[src/rtl/trg_mon_readout.sv]
// Trigger monitor readout: scans NUM_WORDS monitor registers and emits one framed burst per start.
// Optional checksum trailer word is built in when TRG_MON_CKSUM_EN is defined.
module trg_mon_readout #(
   parameter int unsigned NUM_WORDS = 38,
   parameter int unsigned RD_LAT    = 1
) (
   input  logic        clk_in,
   input  logic        rst_in,
   input  logic        start_in,
   output logic        rd_out,
   output logic [7:0]  rd_addr_out,
   input  logic [15:0] mon_data_in,
   output logic [15:0] frm_data_out,
   output logic        frm_valid_out,
   input  logic        frm_ready_in,
   output logic        frm_sof_out,
   output logic        frm_eof_out,
   output logic        busy_out,
   output logic [7:0]  ovr_cnt_out
);

   localparam logic [7:0]  LastIdx  = 8'(NUM_WORDS - 1);
   localparam logic [1:0]  LastWait = 2'(RD_LAT - 1);
   localparam logic [15:0] SyncWord = 16'hEB90;

`ifdef TRG_MON_CKSUM_EN
   typedef enum logic [2:0] {StIdle, StHdr, StAddr, StWait, StSend, StCksum} state_e;
`else
   typedef enum logic [2:0] {StIdle, StHdr, StAddr, StWait, StSend} state_e;
`endif

   state_e      state_q, state_d;
   logic [7:0]  idx_q;
   logic [1:0]  wcnt_q;
   logic [15:0] hold_q;
   logic [7:0]  ovr_q;
   logic        last_word;
`ifdef TRG_MON_CKSUM_EN
   logic [15:0] sum_q;
`endif

   assign last_word = (idx_q == LastIdx);

   // State and datapath registers
   always_ff @(posedge clk_in) begin
      if (rst_in) begin
         state_q <= StIdle;
         idx_q   <= '0;
         wcnt_q  <= '0;
         hold_q  <= '0;
         ovr_q   <= '0;
`ifdef TRG_MON_CKSUM_EN
         sum_q   <= '0;
`endif
      end else begin
         state_q <= state_d;
         // Any start seen outside IDLE is an overrun, including the final-accept cycle
         if (start_in && (state_q != StIdle) && (ovr_q != 8'hFF)) begin
            ovr_q <= ovr_q + 8'd1;
         end
         case (state_q)
            StIdle: begin
               if (start_in) begin
                  idx_q <= '0;
`ifdef TRG_MON_CKSUM_EN
                  sum_q <= '0;
`endif
               end
            end
            StAddr: wcnt_q <= '0;
            StWait: begin
               if (wcnt_q == LastWait) begin
                  hold_q <= mon_data_in;
               end else begin
                  wcnt_q <= wcnt_q + 2'd1;
               end
            end
            StSend: begin
               if (frm_ready_in) begin
`ifdef TRG_MON_CKSUM_EN
                  sum_q <= sum_q + hold_q;
`endif
                  if (!last_word) begin
                     idx_q <= idx_q + 8'd1;
                  end
               end
            end
            default: ;
         endcase
      end
   end

   always_comb begin
      state_d = state_q;
      case (state_q)
         StIdle: if (start_in) state_d = StHdr;
         StHdr:  if (frm_ready_in) state_d = StAddr;
         StAddr: state_d = StWait;
         StWait: if (wcnt_q == LastWait) state_d = StSend;
         StSend: begin
            if (frm_ready_in) begin
               if (last_word) begin
`ifdef TRG_MON_CKSUM_EN
                  state_d = StCksum;
`else
                  state_d = StIdle;
`endif
               end else begin
                  state_d = StAddr;
               end
            end
         end
`ifdef TRG_MON_CKSUM_EN
         StCksum: if (frm_ready_in) state_d = StIdle;
`endif
         default: state_d = StIdle;
      endcase
   end

   always_comb begin
      rd_out        = 1'b0;
      frm_data_out  = '0;
      frm_valid_out = 1'b0;
      frm_sof_out   = 1'b0;
      frm_eof_out   = 1'b0;
      case (state_q)
         StHdr: begin
            frm_data_out  = SyncWord;
            frm_valid_out = 1'b1;
            frm_sof_out   = 1'b1;
         end
         StAddr, StWait: rd_out = 1'b1;
         StSend: begin
            rd_out        = 1'b1;
            frm_data_out  = hold_q;
            frm_valid_out = 1'b1;
`ifndef TRG_MON_CKSUM_EN
            frm_eof_out   = last_word;
`endif
         end
`ifdef TRG_MON_CKSUM_EN
         StCksum: begin
            frm_data_out  = sum_q;
            frm_valid_out = 1'b1;
            frm_eof_out   = 1'b1;
         end
`endif
         default: ;
      endcase
   end

   assign rd_addr_out = idx_q;
   assign busy_out    = (state_q != StIdle);
   assign ovr_cnt_out = ovr_q;

endmodule

[config.mk]
export PLATFORM = sky130hd
export DESIGN_NAME = trg_mon_readout
export DESIGN_NICKNAME = d
export VERILOG_FILES = /design/src/rtl/trg_mon_readout.sv
export SDC_FILE = /design/constraint.sdc
export NUM_CORES = 1
export LEC_CHECK = 0
export CAP_MARGIN = 20
export CORE_AREA = 3 3 83 85
export DETAILED_ROUTE_END_ITERATION = 16
export DIE_AREA = 0 0 86 88
export GPL_TIMING_DRIVEN = 0
export HOLD_SLACK_MARGIN = 0.06
export PLACE_DENSITY = 0.56
export SLEW_MARGIN = 25
export SYNTH_ARGS = -nofsm -noshare
export SYNTH_HDL_FRONTEND = slang
export SYNTH_SLANG_ARGS = --single-unit
[constraint.sdc]
create_clock -name clk_in -period 1.7 [get_ports clk_in]
set_input_delay 0.17 -clock clk_in [delete_from_list [all_inputs] [get_ports clk_in]]
set_output_delay 0.17 -clock clk_in [all_outputs]
set_load 0.02 [all_outputs]
ff_map.png
Scale: 6 px per um.
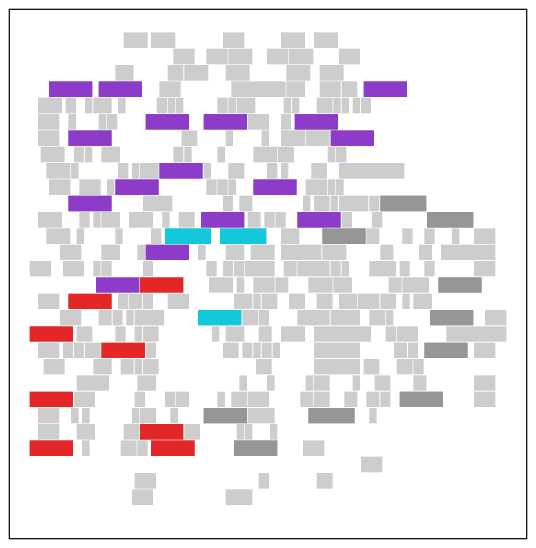
Key: purple = hold_q [sequential cells 16]; red = ovr_cnt_out [sequential cells 8]; cyan = state_q [sequential cells 3]
Final Util: 45.2%
P_seq: 900 uW
Sequential Area: 747 um^2

closeup.png
Window x 52 to 77, y 54 to 79 um. Cells in gray, sequential cells in the stronger gray; small squares are vias.
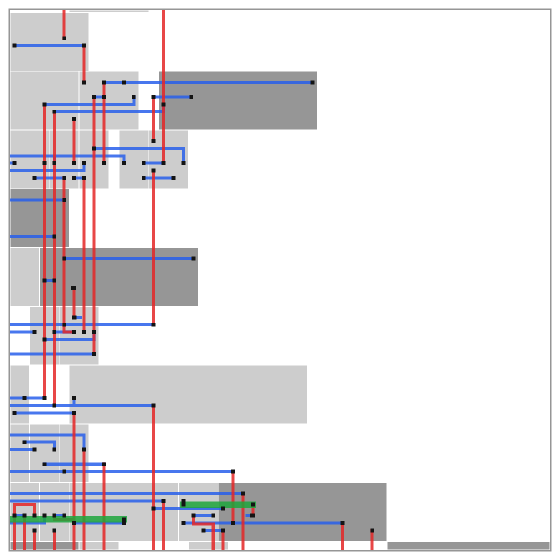
Key: red = M2; green = M3; blue = M1
Most frequent: nand2_1 (6), a21oi_1 (3). 19 logic cells have their middle in the window. Netlist names of flops here include hold_q (2), rd_addr_out (1). Sequential cells in the window: 3.

m1.png
Scale: 3 px per um.
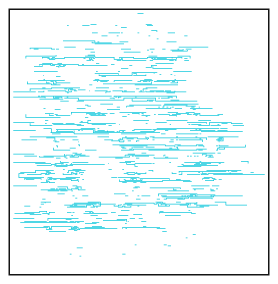
284 nets have wire on it. The layer carries 2420 um of wire. The longest straight run is 23.5 um.
vias: 1881
DRT Wirelength: 5190 um
GR met1 Demand/Resource: 18.0%

==> metrics.cfg <==
[outcome]
outcome = complete, but fails checks
violations = setup timing

[timing]
fin_ws_ps = -1.88
clock_skew_ps = 6.93
post-route-period-util_pct = 100
finalSetupTns_ps = -1.88
fmax_mhz = 588
setup-violations-final = 1
maxSlewHeadroom_pct = 63.4

[grt]
grt_pass1_wl_um = 8230
grt_start_max_net_pins = 13
gr-total-overflow = 0

[pwr]
power_leader = registers
clock_power_uw = 770
p_per_area_nw_per_um2 = 721
clock_power_share_pct = 37.6
leakage_nw = 1.07
p_int_mw = 1.50
peakVddDrop_uv = 429
p_seq_share_pct = 44.0
p_comb_uw = 377
comb_power_share_pct = 18.4
power_switching_uw = 543

[worst_setup_path]
critical-path-max-stage-delay_ps = 340
cpMostUsedCell = buf_6
cp_data_required_time_ps = 1530
cp_top_family = buffers and inverters
critPathLaunchType = register
path_class = register to output pin
endpoint_kind = output pin
crit_buf_inv = 4
arrival_ps = 1530
crit_fanout = 9
path_cells = buf_6, nor3b_4, buf_6, buf_8, a21o_1, buf_6

[route]
drtIter0Drc = 63
drtPass1Iterations = 4
drc = 0
route.met2.wl_um = 2460
wl_met3_um = 245
ant_nets = 0
wl_met1_um = 2420
dr.max_layer_used = met4
vias_per_cell = 5.03

[die]
die_width_um = 86
chipArea_um2 = 7570
fp.coreArea_um2 = 6280
core_util_floorplan_pct = 29.3
boundaryPins = 57

[layout]
seq_cell_count = 37
layout.nets = 320
inv_count = 7
antenna_cells = 0
areaGrowthSynthToFinish_pct = 54.4
layout-drive-gt1-share_pct = 23.9
sh_seq_area_pct = 26.3
logic_area_um2 = 1120
buffers = 75
comb_cells = 170
nonClkBufAreaFrac_pct = 25.9
design_area_um2 = 2840
nFillCells = 647
clock_buffers = 6

[synth]
yosys_cells = 228
syn_area_um2 = 1840
edf_count = 0
synthTopLogicFamily = simple AND/OR/NAND/NOR gates
ff_type = dfxtp_1
avgSynthCellArea_um2 = 8.06
aoi_share_pct = 21.4
ys_seq_elements = 37
ys_sh_adder_pct = 2.72
yosysUniqueCellTypes = 43
netlist.area_leader.share_pct = 40.3
common_cells = nand2_1 (39), dfxtp_1 (37), a21oi_1 (28)
area_leaders = dfxtp_1 (40%), nand2_1 (8.0%), a21oi_1 (7.6%)
top_cell = nand2_1
xor_area_share_pct = 0.477
synthArstFlopShare_pct = 0
simple_gate_area_share_pct = 28.3
synth_warnings = 0
yosysChipArea_um2 = 1840
mux_share_pct = 1.63
syn_inst = 228

[place]
dp_hpwl_um = 3530
gp_routability_congestion = 0.748
placed_area_um2 = 2500
place_ws_ps = -453

[run]
drv_cap = 0
warnings = 28

[clock_tree]
post_cts_buffers = 3
h-tree-depth = 2
ctsHoldBuffers = 0
cts_tree = yes
cts_resized = 109
clockBufferDepth = 2
cts_root_buffer = clkbuf_8

[hold_path]
hp-class = input port to register

gates.png
Scale: 3 px per um.
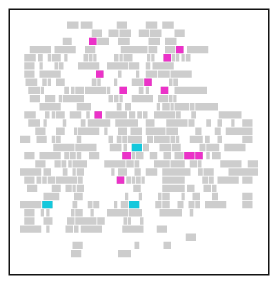
Key: magenta = non-inverting ao/oa cells [cells 12]; cyan = mux cells [cells 3]
most common logic cell in the routed design: nand2_1
Non-Filler Instances: 374
logic share of the area: 39.6%

congestion_map.png
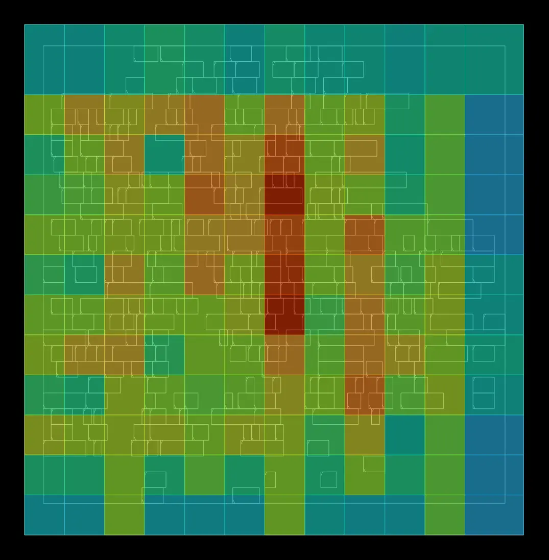
met3 Use GR: 4.23%
mean routed wirelength per cell: 13.9 um
busiest metal layer after global routing: met2
GR Layer Usage met2: 22.2%
Tot GR Track Use: 13.7%

==> cell families after synthesis <==
logic type / Yosys count
AOI/OAI and AO/OA: 63
xor gates and xnor gates: 1
adders and majority gates: 4
buffers and inverters: 22
DFF: 37
muxes: 3
and+or+nand+nor: 98
==> flip-flops by register name, summed over array words and instances, names as in the netlist <==
name,cells
hold_q,16
rd_addr_out,8
ovr_cnt_out,8
wcnt_q,2
state_q,3
==> path summary, 6_finish.rpt <==
check / start / to / slack, ps / cells after the start
max reg2reg: state_q[1] / rd_addr_out[2] / 40 / 4
min: frm_ready_in / rd_addr_out[2] / 330 / 3
min reg2reg: hold_q[6] / hold_q[6] / 460 / 2
max: state_q[0] / frm_data_out[9] / -2 / 6
==> worst min-delay path, delay by kind of cell <==
kind	cells	cell delay, ps
compound gates	1	60
buf+inv	1	210
simple gates	1	130
No activity file was given, so power comes from the tool's default toggle rates.
